File: config.mk
export PLATFORM = sky130hd
export DESIGN_NAME = reg_file_rename
export DESIGN_NICKNAME = d
export VERILOG_FILES = /design/src/rtl/reg_file_rename.sv
export SDC_FILE = /design/constraint.sdc
export NUM_CORES = 2
export LEC_CHECK = 0
export CORE_MARGIN = 2
export CORE_UTILIZATION = 30
export CTS_CLUSTER_SIZE = 30
export DETAILED_ROUTE_END_ITERATION = 10
export PLACE_DENSITY = 0.48
export SLEW_MARGIN = 0
export SYNTH_ARGS = -nofsm -noshare
export SYNTH_HDL_FRONTEND = slang
export SYNTH_SLANG_ARGS = --single-unit
File: constraint.sdc
create_clock -name clk -period 9.77 [get_ports clk]
set_input_delay 1.954 -clock clk [delete_from_list [all_inputs] [get_ports clk]]
set_output_delay 1.954 -clock clk [all_outputs]
set_load 0.03 [all_outputs]
File: src/rtl/reg_file_rename.sv
// Architectural register file with rename tags.
// Each of ISSUE_W dispatch lanes reads two sources and allocates one destination per cycle.
// A single ROB port commits one result per cycle.
// Reads see same-bundle allocations from earlier lanes, and they also see a commit landing in the same cycle.
// A rollback clears every rename tag but keeps the committed values.
module reg_file_rename #(
  parameter int XLEN    = 32,
  parameter int REG_W   = 5,
  parameter int TAG_W   = 5,
  parameter int ISSUE_W = 2
) (
  input  logic                       clk,
  input  logic                       rst,
  input  logic [ISSUE_W*2*REG_W-1:0] rs_from_dsp,
  output logic [ISSUE_W*2*XLEN-1:0]  V_to_dsp,
  output logic [ISSUE_W*2*TAG_W-1:0] Q_to_dsp,
  input  logic [ISSUE_W-1:0]         ena_from_dsp,
  input  logic [ISSUE_W*REG_W-1:0]   rd_from_dsp,
  input  logic [ISSUE_W*TAG_W-1:0]   Q_from_dsp,
  input  logic                       commit_flag_from_rob,
  input  logic [REG_W-1:0]           rd_from_rob,
  input  logic [TAG_W-1:0]           Q_from_rob,
  input  logic [XLEN-1:0]            V_from_rob,
  input  logic                       rollback_from_rob
);

  localparam int REG_CNT = 1 << REG_W;

  logic [XLEN-1:0]  r_v [REG_CNT];
  logic [TAG_W-1:0] r_q [REG_CNT];

  // The commit clears the tag only if the register still waits on the committing entry.
  logic w_cmt_en;
  logic w_cmt_match;
  assign w_cmt_en    = commit_flag_from_rob && (rd_from_rob != '0);
  assign w_cmt_match = (r_q[rd_from_rob] == Q_from_rob);

  for (genvar gs = 0; gs < 2 * ISSUE_W; gs++) begin : g_slot
    localparam int LANE = gs / 2;

    logic [REG_W-1:0] w_idx;
    logic             w_fwd_hit;
    logic [TAG_W-1:0] w_fwd_tag;
    logic             w_byp_hit;
    logic [XLEN-1:0]  w_v;
    logic [TAG_W-1:0] w_q;

    assign w_idx     = rs_from_dsp[gs*REG_W +: REG_W];
    assign w_byp_hit = w_cmt_en && (rd_from_rob == w_idx) && w_cmt_match;

    // Forward the tag from the highest earlier lane in this bundle that renames the same register
    always_comb begin
      w_fwd_hit = 1'b0;
      w_fwd_tag = '0;
      for (int k = 0; k < LANE; k++) begin
        if (ena_from_dsp[k] && (rd_from_dsp[k*REG_W +: REG_W] == w_idx)) begin
          w_fwd_hit = 1'b1;
          w_fwd_tag = Q_from_dsp[k*TAG_W +: TAG_W];
        end
      end
    end

    // Select the source operand: x0, then intra-bundle rename, then commit bypass, then storage
    always_comb begin
      if (w_idx == '0) begin
        w_v = '0;
        w_q = '0;
      end else if (w_fwd_hit) begin
        w_v = '0;
        w_q = w_fwd_tag;
      end else if (w_byp_hit) begin
        w_v = V_from_rob;
        w_q = '0;
      end else begin
        w_v = r_v[w_idx];
        w_q = r_q[w_idx];
      end
    end

    assign V_to_dsp[gs*XLEN +: XLEN]   = w_v;
    assign Q_to_dsp[gs*TAG_W +: TAG_W] = w_q;
  end

  // Update the value array: reset clears it, a commit writes it, and a rollback never touches it
  always_ff @(posedge clk) begin
    if (rst) begin
      for (int i = 0; i < REG_CNT; i++) begin
        r_v[i] <= '0;
      end
    end else if (w_cmt_en) begin
      r_v[rd_from_rob] <= V_from_rob;
    end
  end

  // Update the tag array: the commit clear comes first, and a later lane's allocation overrides it
  always_ff @(posedge clk) begin
    if (rst) begin
      for (int i = 0; i < REG_CNT; i++) begin
        r_q[i] <= '0;
      end
    end else if (rollback_from_rob) begin
      for (int i = 0; i < REG_CNT; i++) begin
        r_q[i] <= '0;
      end
    end else begin
      if (w_cmt_en && w_cmt_match) begin
        r_q[rd_from_rob] <= '0;
      end
      for (int l = 0; l < ISSUE_W; l++) begin
        if (ena_from_dsp[l] && (rd_from_dsp[l*REG_W +: REG_W] != '0)) begin
          r_q[rd_from_dsp[l*REG_W +: REG_W]] <= Q_from_dsp[l*TAG_W +: TAG_W];
        end
      end
    end
  end

endmodule

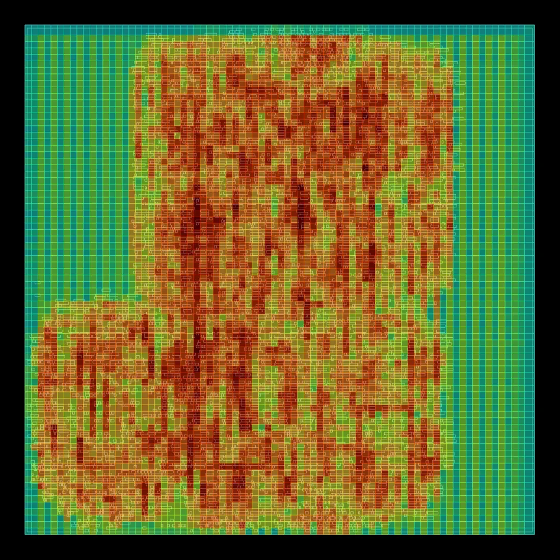
(routing congestion)
GR Util met1: 33.6%
Global Route Usage Sum: 27.0%
Global Route met2 Usage: 43.9%

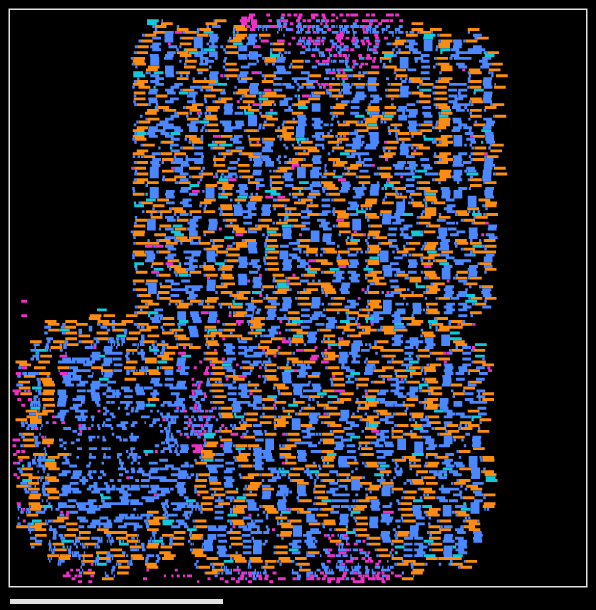
(placed cells, one colour a class)
Bar = 200 µm.
- blue: combinational and other logic (cells 3838)
- cyan: clock drivers and dummy loads (cells 255)
- magenta: remaining buffers and delay cells (cells 466)
- orange: sequential cells (cells 1184)

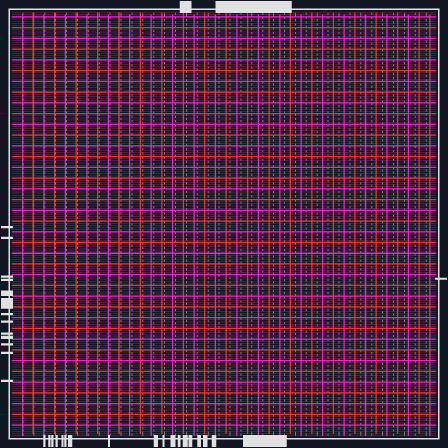
(supply network)
Pins as bars on the die edge. Tap cells in grey.
- magenta: VSS
- red: VDD
- met5 straps: 39
- tap cells: 3781

==> flow_summary.html <==
<h3>Run summary</h3>
<table>
<tr><th>Metric</th><th>Value</th></tr>
<tr><th colspan="2">Synthesis</th></tr>
<tr><td>Share of async-settable or async-resettable flops after synthesis</td><td>0%</td></tr>
<tr><td>Yosys warning total</td><td>0</td></tr>
<tr><td>Sequential element share of the synthesized area</td><td>between 40% and 50%</td></tr>
<tr><td>Synthesized netlist cell count</td><td>5676</td></tr>
<tr><td>Count of different cell masters after synthesis</td><td>51</td></tr>
<tr><td>Mapped cell area</td><td>0.0868 mm²</td></tr>
<tr><td>Cell taking the most area after synthesis</td><td>edfxtp_1</td></tr>
<tr><td>Number of synthesized register bits</td><td>1184</td></tr>
<tr><td>Multiplexer fraction of the synthesized cell area</td><td>41.0%</td></tr>
<tr><td>Synthesized area divided by synthesized cell count</td><td>15.3 µm²</td></tr>
<tr><td>Top cells by count, synth</td><td>mux4_2 (1480), edfxtp_1 (1184), and2_1 (993)</td></tr>
<tr><td>Dominant register cell in the synthesized netlist</td><td>edfxtp_1</td></tr>
<tr><td>Area share of the largest cell type after synthesis</td><td>41.0%</td></tr>
<tr><td>Flip-flops with a built-in enable</td><td>1184</td></tr>
<tr><td>Area fraction in and, or, nand and nor cells after synthesis</td><td>11.2%</td></tr>
<tr><td>Most numerous cell in the Yosys netlist</td><td>mux4_2</td></tr>
<tr><td>Dominant kind of combinational cell</td><td>multiplexers</td></tr>
<tr><td>Top cells by area</td><td>edfxtp_1 (41%), mux4_2 (38%), and2_1 (7.2%), mux2i_1 (2.5%), clkbuf_1 (2.2%)</td></tr>
<tr><td>Yosys stat cell total</td><td>approximately 5700</td></tr>
<tr><td>Adder-Cell Fraction of Synth Area</td><td>0%</td></tr>
<tr><td>Xor/xnor share of the synthesized area</td><td>0.303%</td></tr>
<tr><td>Yosys-reported design area after synthesis</td><td>approximately 0.087 mm²</td></tr>
<tr><td>Area fraction in compound gates</td><td>3.23%</td></tr>
<tr><th colspan="2">Pwr</th></tr>
<tr><td>Total chip power</td><td>15300 µW</td></tr>
<tr><td>Worst IR Drop VDD</td><td>about 0.00013 V</td></tr>
<tr><td>Static power due to leakage</td><td>0.0318 µW</td></tr>
<tr><td>Pwr dens</td><td>~160 mW/mm²</td></tr>
<tr><th colspan="2">Detailed routing</th></tr>
<tr><td>First-pass iteration count of the detailed router</td><td>6</td></tr>
<tr><td>Avg Vias per Cell</td><td>6.40</td></tr>
<tr><td>Detailed-route via count</td><td>61200</td></tr>
<tr><td>Sum of routed wire length over all layers</td><td>403000 µm</td></tr>
<tr><td>Routed Antenna Nets</td><td>0</td></tr>
<tr><td>Iteration-0 DRC Markers</td><td>approximately 8500</td></tr>
<tr><td>DR DRC count</td><td>0</td></tr>
<tr><td>Average wire length per cell after detail routing</td><td>42.2 µm</td></tr>
<tr><th colspan="2">Global route</th></tr>
<tr><td>Global-route wire length before repair</td><td>544000 µm</td></tr>
<tr><td>Antenna violations before repair</td><td>41</td></tr>
<tr><td>Number of global-route vias before repair</td><td>approximately 61000</td></tr>
<tr><td>GR Overflow Total</td><td>0</td></tr>
<tr><td>Maximum number of pins on one net before global-route repair</td><td>approximately 110</td></tr>
<tr><th colspan="2">Worst setup path</th></tr>
<tr><td>Biggest fanout along the worst timing path</td><td>25</td></tr>
<tr><td>CP Launch Point</td><td>rd_from_rob[0]</td></tr>
<tr><td>Required @ worst endpoint</td><td>7820 ps</td></tr>
<tr><td>Arr. time, crit path</td><td>6910 ps</td></tr>
<tr><td>Crit path capture type</td><td>primary output</td></tr>
<tr><td>Startpoint types</td><td>input pin</td></tr>
<tr><td>Startpoint of the worst register-to-register path</td><td>r_q[2][4]$_DFFE_PP_</td></tr>
<tr><td>Setup Crit Path Kind</td><td>input pin to primary output</td></tr>
<tr><th colspan="2">Clock tree</th></tr>
<tr><td>Postcts setup bufs</td><td>0</td></tr>
<tr><td>Cts hold-fix bufs</td><td>0</td></tr>
<tr><td>Clock tree from TritonCTS</td><td>done</td></tr>
<tr><td>Clock transition at path regs</td><td>50 ps</td></tr>
<tr><td>CTS sink cnt</td><td>approximately 1200</td></tr>
<tr><td>Clock Latency Late Sink</td><td>840 ps</td></tr>
<tr><td>Number of H-tree levels</td><td>4</td></tr>
<tr><td>Clock buffer count from CTS</td><td>153</td></tr>
<tr><td>Max Root-Sink Buffers</td><td>4</td></tr>
<tr><td>Clk root buf</td><td>clkbuf_16</td></tr>
<tr><td>Total of cells resized after clock tree synthesis</td><td>0</td></tr>
<tr><th colspan="2">Timing</th></tr>
<tr><td>Final hold violation count</td><td>0</td></tr>
<tr><td>Final number of max-transition violations</td><td>0</td></tr>
<tr><td>FMAX</td><td>0.113 GHz</td></tr>
<tr><td>Tcrit/Tclk final</td><td>90.8%</td></tr>
<tr><td>Skew final</td><td>32.4 ps</td></tr>
<tr><td>Final total negative setup slack</td><td>0 ps</td></tr>
<tr><td>Pin slew with the least headroom to its limit</td><td>around 1300 ps</td></tr>
<tr><td>Setup violators final</td><td>0</td></tr>
<tr><td>Worst max-slew margin expressed relative to the limit</td><td>15.8%</td></tr>
<tr><td>Crit path time final</td><td>8870 ps</td></tr>
<tr><td>Unrepaired setup endpoints after global routing</td><td>false</td></tr>
<tr><th colspan="2">Run</th></tr>
<tr><td>Number of warnings the tools reported</td><td>39</td></tr>
<tr><td>Number of max-capacitance violations reported</td><td>0</td></tr>
<tr><th colspan="2">Outcome</th></tr>
<tr><td>Result of the run</td><td>complete, no violations</td></tr>
<tr><th colspan="2">Floorplanning</th></tr>
<tr><td>Area of the core region</td><td>0.288 mm²</td></tr>
<tr><td>I/O pin count</td><td>around 240</td></tr>
<tr><td>Chip area</td><td>approximately 0.29 mm²</td></tr>
<tr><td>Die Wd</td><td>about 540 µm</td></tr>
<tr><td>Die Ht</td><td>542 µm</td></tr>
<tr><td>Pre-Place Util</td><td>30.1%</td></tr>
<tr><td>Placement row count</td><td>about 200</td></tr>
<tr><th colspan="2">Placed design</th></tr>
<tr><td>Detailed placement HPWL</td><td>249000 µm</td></tr>
<tr><td>Count of port buffers added during placement</td><td>235</td></tr>
<tr><td>Final weighted congestion in routability-driven placement</td><td>0.918</td></tr>
<tr><th colspan="2">Hold path</th></tr>
<tr><td>HP Class</td><td>input pin to flip-flop</td></tr>
<tr><td>Hold wc startpoint</td><td>rst</td></tr>
<tr><th colspan="2">Finish</th></tr>
<tr><td>Number of fill cells in the layout</td><td>27400</td></tr>
<tr><td>Area Growth Syn to Fin</td><td>13.6%</td></tr>
<tr><td>Total number of nets in the final design</td><td>5731</td></tr>
<tr><td>Ratio of cells with drive above 1 in the final layout</td><td>36.1%</td></tr>
</table>
-- report_power, final --
part / total [µW] / internal (µW) / switching, µW
Clock: 5630 / 3270 / 2360
Combinational: 3480 / 1530 / 1950
Sequential: 6190 / 5880 / 305
-- area by class of cell --
class	instances	area (µm²)	share of cell area (%)
antenna	35	87.6	0.0888
clock buffer	180	3950	4.01
clock inverter	75	756	0.767
inverter	2	7.51	0.00761
multi-input combinational	3836	48900	49.6
sequential	1184	35600	36.1
tap	3781	4730	4.80
timing repair buffer	466	4610	4.68
-- per-stage QoR --
stage	utilization [%]	cell area (µm²)	cells	hold WS (ps)	setup slack, ps
detailed placement	32.6	93800	9269	1940	966
global placement	32.6	93800	9269	1960	997
global route	34.2	98500	9528	1660	786
finish	34.2	98600	9559	1670	902
CTS	34.2	98500	9524	1640	965
floorplan	-	86900	5712	1310	2820
-- layout by cell type, fill, tap and decap left out, types with 37 or more instances in the layout --
master and count:
nor2_1 99, buf_12 44, o21ai_0 40, edfxtp_1 1184, buf_4 193, a22o_1 115, nand2_1 261, clkbuf_16 154
clkdlybuf4s50_1 199, mux4_2 1480, o211ai_1 128, and2_1 993, o22ai_1 39, conb_1 37, nand2b_1 134, mux2i_1 218
-- layer usage --
metal	share of wire [%]	GRT usage, %
met1	36	33.6
met2	48	43.9
met3	9.5	5.31
met4	6.4	15.5
met5	0.037	0
-- worst max-delay path: stages --
cell and delay (ps):
clkdlybuf4s50_1 1080, or4bb_1 680, o22ai_1 220, nor4_1 100
and3_1 190, or4_4 620, and4bb_4 710, buf_12 260
mux2i_1 280, clkdlybuf4s50_1 710
-- worst paths after layout --
check	end	slack, ps	depth (start not counted)
worst min-delay path	r_v[0][25]$_SDFFCE_PN0P_	1670	1
worst min register to register	r_q[8][2]$_DFFE_PP_	1990	8
worst max-delay path	V_to_dsp[42]	900	10
worst max register to register	r_q[2][3]$_DFFE_PP_	6350	8
-- logic make-up (layout without fill, tap and decap cells) --
| kind of cell | Yosys count | after routing |
|---|---|---|
| buffers and inverters | 692 | 723 |
| muxes | 1708 | 1708 |
| other | 1 | 72 |
| DFF | 1184 | 1184 |
| AOI/OAI and AO/OA | 372 | 372 |
| xor gates and xnor gates | 30 | 30 |
| and+or+nand+nor | 1689 | 1689 |
-- flip-flops by register name (all words and copies together), names as in the netlist --
signal and flops:
r_q 160, r_v 1024
Power and IR drop assume default switching activity.
